`src/rtl/rlwe_lsu_pkg.sv`:
```
// Shared encodings for the RLWE vector load/store unit: command set, FSM states,
// exception codes, DMEM channel encodings and command classification helpers.
package rlwe_lsu_pkg;

  typedef enum logic [2:0] {
    CMD_NONE = 3'd0,
    CMD_LW   = 3'd1,
    CMD_SW   = 3'd2,
    CMD_LV   = 3'd3,
    CMD_SV   = 3'd4,
    CMD_LVS  = 3'd5,
    CMD_SVS  = 3'd6
  } lsu_cmd_e;

  typedef enum logic [1:0] {
    ST_IDLE = 2'd0,
    ST_REQ  = 2'd1,
    ST_WAIT = 2'd2,
    ST_DONE = 2'd3
  } lsu_state_e;

  localparam logic [3:0] EXC_LD_MISALIGN = 4'd4;
  localparam logic [3:0] EXC_LD_ACCESS   = 4'd5;
  localparam logic [3:0] EXC_ST_MISALIGN = 4'd6;
  localparam logic [3:0] EXC_ST_ACCESS   = 4'd7;

  localparam logic MEM_RD     = 1'b0;
  localparam logic MEM_WR     = 1'b1;
  localparam logic MEM_WORD   = 1'b0;
  localparam logic MEM_VECTOR = 1'b1;

  localparam logic [1:0] RESP_NOTRDY = 2'd0;
  localparam logic [1:0] RESP_RDY_OK = 2'd1;
  localparam logic [1:0] RESP_RDY_ER = 2'd2;

  function automatic logic cmd_is_valid(input logic [2:0] cmd);
    return (cmd != CMD_NONE) && (cmd != 3'd7);
  endfunction

  function automatic logic cmd_is_store(input logic [2:0] cmd);
    return (cmd == CMD_SW) || (cmd == CMD_SV) || (cmd == CMD_SVS);
  endfunction

  function automatic logic cmd_is_vec(input logic [2:0] cmd);
    return (cmd == CMD_LV) || (cmd == CMD_SV);
  endfunction

  function automatic logic cmd_is_strided(input logic [2:0] cmd);
    return (cmd == CMD_LVS) || (cmd == CMD_SVS);
  endfunction

endpackage

```
`src/rtl/rlwe_lsu_agu.sv`:
```
// Beat address generator: base + element address + beat offset, wrapping mod 2^AWIDTH.
module rlwe_lsu_agu #(
  parameter int AWIDTH     = 32,
  parameter int BEAT_LANES = 2,
  parameter int IDXW       = 3
) (
  input  logic [AWIDTH-1:0] base,
  input  logic [31:0]       addr,
  input  logic [31:0]       stride,
  input  logic [IDXW-1:0]   beat,
  input  logic              strided,
  output logic [AWIDTH-1:0] beat_addr
);

  logic [31:0] beat_ext;
  logic [31:0] offset;

  always_comb begin
    beat_ext = 32'(beat);
    if (strided) begin
      offset = beat_ext * stride;
    end else begin
      offset = beat_ext * 32'(BEAT_LANES * 4);
    end
    beat_addr = base + AWIDTH'(addr) + AWIDTH'(offset);
  end

endmodule

```
`src/rtl/rlwe_vec_lsu.sv`:
```
// RLWE vector load/store unit: splits scalar, unit-stride and strided vector
// accesses into DMEM beats with one transaction outstanding at a time.
module rlwe_vec_lsu
  import rlwe_lsu_pkg::*;
#(
  parameter int                LANES      = 8,
  parameter int                BEAT_LANES = 2,
  parameter int                AWIDTH     = 32,
  parameter logic [AWIDTH-1:0] BASE_ADDR  = AWIDTH'(32'h0048_0000)
) (
  input  logic                    clk,
  input  logic                    rst,
  input  logic                    exu2lsu_req,
  input  logic [2:0]              exu2lsu_cmd,
  input  logic [31:0]             exu2lsu_addr,
  input  logic [31:0]             exu2lsu_stride,
  input  logic [LANES*32-1:0]     exu2lsu_s_data,
  output logic                    lsu2exu_rdy,
  output logic [LANES*32-1:0]     lsu2exu_l_data,
  output logic                    lsu2exu_exc,
  output logic [3:0]              lsu2exu_exc_code,
  output logic                    lsu_busy,
  output logic                    lsu2dmem_req,
  output logic                    lsu2dmem_cmd,
  output logic                    lsu2dmem_width,
  output logic [AWIDTH-1:0]       lsu2dmem_addr,
  output logic [BEAT_LANES*32-1:0] lsu2dmem_wdata,
  input  logic                    dmem2lsu_req_ack,
  input  logic [BEAT_LANES*32-1:0] dmem2lsu_rdata,
  input  logic [1:0]              dmem2lsu_resp
);

  localparam int IDXW      = $clog2(LANES);
  localparam int DW        = LANES * 32;
  localparam int BDW       = BEAT_LANES * 32;
  localparam int NBEAT_VEC = LANES / BEAT_LANES;
  localparam logic [31:0] VEC_MASK = (32'd1 << ($clog2(LANES) + 2)) - 32'd1;

  lsu_state_e      state_r, state_nx;
  logic [2:0]      cmd_r;
  logic [31:0]     addr_r, stride_r;
  logic [DW-1:0]   sdata_r, ldbuf_r;
  logic [IDXW-1:0] beat_r, last_idx;
  logic            err_r, misalign, misalign_exc, accept, last_beat;

  always_comb begin
    misalign = 1'b0;
    case (exu2lsu_cmd)
      CMD_LW, CMD_SW:   misalign = |exu2lsu_addr[1:0];
      CMD_LV, CMD_SV:   misalign = |(exu2lsu_addr & VEC_MASK);
      CMD_LVS, CMD_SVS: misalign = (|exu2lsu_addr[1:0]) | (|exu2lsu_stride[1:0]);
      default:          misalign = 1'b0;
    endcase
    misalign_exc = (state_r == ST_IDLE) && exu2lsu_req && cmd_is_valid(exu2lsu_cmd) && misalign;
  end

  always_comb begin
    if (cmd_is_vec(cmd_r)) begin
      last_idx = IDXW'(NBEAT_VEC - 1);
    end else if (cmd_is_strided(cmd_r)) begin
      last_idx = IDXW'(LANES - 1);
    end else begin
      last_idx = '0;
    end
    last_beat = (beat_r == last_idx);
  end

  always_comb begin
    state_nx = state_r;
    accept   = 1'b0;
    case (state_r)
      ST_IDLE: begin
        if (exu2lsu_req && cmd_is_valid(exu2lsu_cmd) && !misalign) begin
          accept   = 1'b1;
          state_nx = ST_REQ;
        end
      end
      ST_REQ: begin
        if (dmem2lsu_req_ack) state_nx = ST_WAIT;
      end
      ST_WAIT: begin
        case (dmem2lsu_resp)
          RESP_RDY_OK: state_nx = last_beat ? ST_DONE : ST_REQ;
          RESP_RDY_ER: state_nx = ST_DONE;
          default:     state_nx = ST_WAIT;
        endcase
      end
      ST_DONE: state_nx = ST_IDLE;
      default: state_nx = ST_IDLE;
    endcase
  end

  always_ff @(posedge clk or posedge rst) begin
    if (rst) state_r <= ST_IDLE;
    else     state_r <= state_nx;
  end

  // Command latch, beat sequencing, load assembly and error capture.
  always_ff @(posedge clk or posedge rst) begin
    if (rst) begin
      cmd_r    <= 3'd0;
      addr_r   <= 32'd0;
      stride_r <= 32'd0;
      sdata_r  <= '0;
      ldbuf_r  <= '0;
      beat_r   <= '0;
      err_r    <= 1'b0;
    end else begin
      case (state_r)
        ST_IDLE: begin
          if (accept) begin
            cmd_r    <= exu2lsu_cmd;
            addr_r   <= exu2lsu_addr;
            stride_r <= exu2lsu_stride;
            sdata_r  <= exu2lsu_s_data;
            ldbuf_r  <= '0;
            beat_r   <= '0;
            err_r    <= 1'b0;
          end
        end
        ST_WAIT: begin
          if (dmem2lsu_resp == RESP_RDY_OK) begin
            if (!cmd_is_store(cmd_r)) begin
              if (cmd_is_vec(cmd_r)) ldbuf_r[int'(beat_r)*BDW +: BDW] <= dmem2lsu_rdata;
              else                   ldbuf_r[int'(beat_r)*32 +: 32]   <= dmem2lsu_rdata[31:0];
            end
            if (!last_beat) beat_r <= beat_r + IDXW'(1);
          end else if (dmem2lsu_resp == RESP_RDY_ER) begin
            err_r <= 1'b1;
          end
        end
        default: begin
        end
      endcase
    end
  end

  rlwe_lsu_agu #(
    .AWIDTH    (AWIDTH),
    .BEAT_LANES(BEAT_LANES),
    .IDXW      (IDXW)
  ) u_agu (
    .base     (BASE_ADDR),
    .addr     (addr_r),
    .stride   (stride_r),
    .beat     (beat_r),
    .strided  (cmd_is_strided(cmd_r)),
    .beat_addr(lsu2dmem_addr)
  );

  // Scalar and strided beats carry a single lane in slot 0.
  always_comb begin
    lsu2dmem_wdata = '0;
    if (cmd_is_vec(cmd_r)) begin
      lsu2dmem_wdata = sdata_r[int'(beat_r)*BDW +: BDW];
    end else begin
      lsu2dmem_wdata[31:0] = sdata_r[int'(beat_r)*32 +: 32];
    end
  end

  always_comb begin
    if (misalign_exc) begin
      lsu2exu_exc      = 1'b1;
      lsu2exu_exc_code = cmd_is_store(exu2lsu_cmd) ? EXC_ST_MISALIGN : EXC_LD_MISALIGN;
    end else if ((state_r == ST_DONE) && err_r) begin
      lsu2exu_exc      = 1'b1;
      lsu2exu_exc_code = cmd_is_store(cmd_r) ? EXC_ST_ACCESS : EXC_LD_ACCESS;
    end else begin
      lsu2exu_exc      = 1'b0;
      lsu2exu_exc_code = 4'd0;
    end
  end

  assign lsu2dmem_req   = (state_r == ST_REQ);
  assign lsu2dmem_cmd   = cmd_is_store(cmd_r) ? MEM_WR : MEM_RD;
  assign lsu2dmem_width = cmd_is_vec(cmd_r) ? MEM_VECTOR : MEM_WORD;
  assign lsu2exu_rdy    = (state_r == ST_DONE);
  assign lsu_busy       = (state_r != ST_IDLE);
  assign lsu2exu_l_data = ldbuf_r;

endmodule

```
`config.mk`:
```
export PLATFORM = sky130hd
export DESIGN_NAME = rlwe_vec_lsu
export DESIGN_NICKNAME = d
export VERILOG_FILES = /design/src/rtl/rlwe_lsu_pkg.sv /design/src/rtl/rlwe_lsu_agu.sv /design/src/rtl/rlwe_vec_lsu.sv
export SDC_FILE = /design/constraint.sdc
export NUM_CORES = 2
export LEC_CHECK = 0
export CORE_AREA = 2 2 293 295
export CTS_CLUSTER_DIAMETER = 100
export DETAILED_ROUTE_END_ITERATION = 7
export DIE_AREA = 0 0 295 297
export SYNTH_ARGS = -nofsm -noshare
export SYNTH_HDL_FRONTEND = slang
export SYNTH_SLANG_ARGS = --single-unit
```
`constraint.sdc`:
```
create_clock -name clk -period 23.9 [get_ports clk]
set_clock_uncertainty 0.05 [all_clocks]
set_input_delay 2.39 -clock clk [delete_from_list [all_inputs] [get_ports clk]]
set_output_delay 2.39 -clock clk [all_outputs]
set_load 0.01 [all_outputs]
```
Figure 1. Cell density map.
30 x 30 tiles, from white (low) to dark blue (high), 0 to 100% covered.
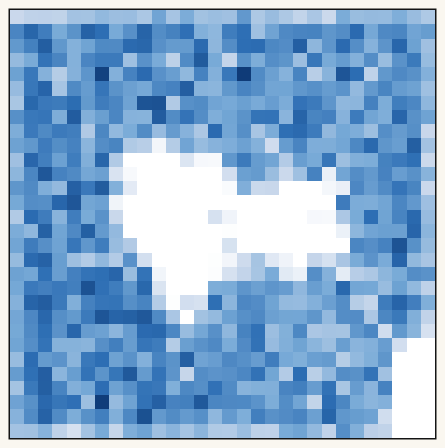
nearly empty tiles: 12%
mean over tiles: 47%
emptiest ninth of the die: middle

Figure 2. Pin map.
The bar under the picture is 100 um long. Pins as bars across the die edge, other pins in grey.
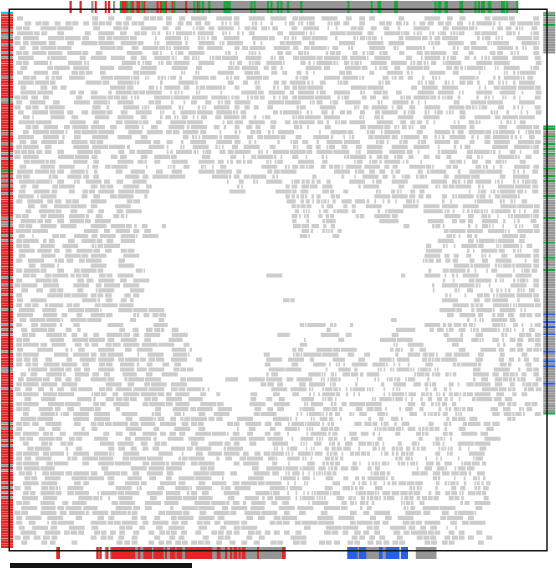
legend:
  red:
    port: exu2lsu_s_data
    pins: 256
    direction: input
    edge: 172 left, 66 bottom, 18 top
  green:
    port: dmem2lsu_rdata
    pins: 64
    direction: input
    edge: 46 top, 17 right, 1 left
  cyan:
    port: clk
    pins: 1
    direction: input
    edge: left
  blue:
    port: exu2lsu_addr
    pins: 32
    direction: input
    edge: 24 bottom, 8 right

Figure 3. A small window of the routed layout.
Window x 211 to 231, y 213 to 233 um. Cells in grey, sequential cells in the stronger grey; small squares are vias.
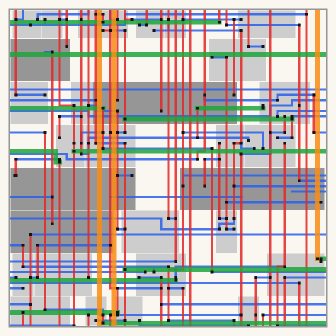
legend:
  red:
    layer: M2
  blue:
    layer: M1
  orange:
    layer: M4
  green:
    layer: M3
sequential cells in the window: 4
cells with their middle in the window: 27
most frequent: clkdlybuf4s50_1 (6), a32oi_1 (5)
netlist names of flops here include: lsu2exu_l_data (4)

Figure 4. Cell outlines without signal wires.
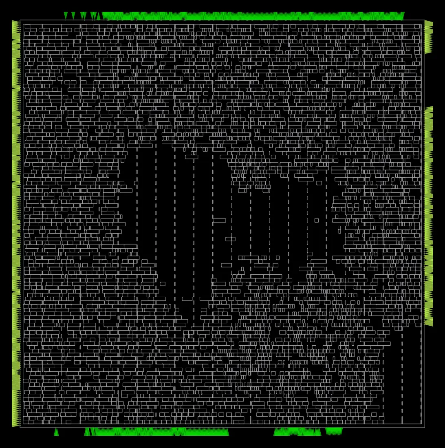
Core Util, Final: 50.89%
Flops: 585
# Taps: 1144
non-filler instance count after layout: 4774

Figure 5. Drive-strength map.
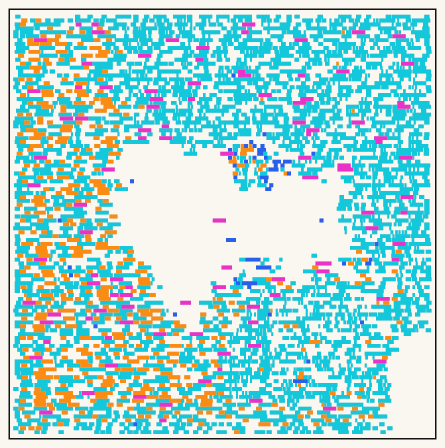
legend:
  magenta:
    size: x6 and larger
    cells: 104
    most_used: clkbuf_16
  cyan:
    size: x1 and smaller
    cells: 2971
    most_used: clkdlybuf4s50_1
  blue:
    size: x3 and x4
    cells: 51
    most_used: buf_4
  orange:
    size: x2
    cells: 485
    most_used: mux2_2

==> CHANGELOG.md <==
## Flow update

- Outcome: complete, no violations
- Fin area: 42990 sq um
- Pwr Density: 127.5 nW/um^2
- Most used logic cell in the final layout: clkdlybuf4s50_1
- H-tree level count: 3
- Crit end category: output pin
- Synth Instances: 2927
- Clk sink count: 585
- Wire length on met3: 9783 um
- Max-Cap Viols: 0
- Routed len/inst: 24.06 um
- Leading area contributor after synthesis: dfrtp_1
- Vias in the first global route: 25840
- Cell leakage power: 18.41 nW
- Critical path depth: 26
- CTS Hold Bufs: 0
- Final hold slack: 0.4114 ns
- Cell area leaders: dfrtp_1, mux2_2, mux4_2
- Initial antenna violation count: 36
- Via count: between 20000 and 30000
- Metal2 WL: 54840 um
- Via-per-instance ratio: ~5.4
- Gr ovfl total: 0
- Die X: 295 um
- Largest buffer count on any clock path: 3
- Min cycle time layout: about 11 ns
- HPWL after DPL: roughly 80000 um
- Tightest Pin Transition: 1.170 ns
- Hold path startpoint: lsu2exu_l_data[223]$_DFFE_PP0P_
- Hold WC Path Type: reg -> reg
- #FFs+latches synth: a little under 600
- Yosys cell types: 67
- CTS resizes: 0
- Rows: 107
- Synthesis area per yosys: 32060 sq um
- Most frequent cells in the layout: clkdlybuf4s50_1, dfrtp_1, nand2_1
- R2R cell count: 9
- R2R Setup Slk: 18.10 ns
- Post-synth EDFFs: 0
- Final hold vios: 0
- Max IR drop VDD: around 84 uV
- Port-buffer cells: 753
- Avg Synthesized Cell Area: 10.95 sq um
- Share of synthesized registers carrying an async set or reset: 100.0%
- CTS tree: done
- ANT nets after route: 0
- Max_slew headroom: between 20% and 30%
- Post-CTS setup buffers: 0
- Routability cong.: 0.8715
- Commonest flop: dfrtp_1
## layout make-up
cell class	count	share of cell area, %
Multi-Input combinational cell	2020	37.87
Timing Repair Buffer	794	18.34
Inverter	85	0.7596
Clock buffer	108	4.974
Clock inverter	19	0.5355
Sequential cell	585	34.08
Tap cell	1144	3.330
Antenna cell	19	0.1106
## cells by family after synthesis
group,share of synthesized area [%]
buffers and inverters,3.996
muxes,21.35
xor gates and xnor gates,1.448
DFF,45.65
adders and majority gates,5.799
other,0.01170
and+or+nand+nor,10.98
AOI/OAI and AO/OA,10.76
## power breakdown
| part | switching, mW | leakage, nW | internal [mW] |
|---|---|---|---|
| Combinational | 1.31 | 9.84 | 1.40 |
| Sequential | 0.321 | 7.39 | 1.36 |
| Clock | 0.446 | 1.17 | 0.653 |
| Total | 2.07 | 18.4 | 3.41 |
No activity file was given, so power comes from the tool's default toggle rates.
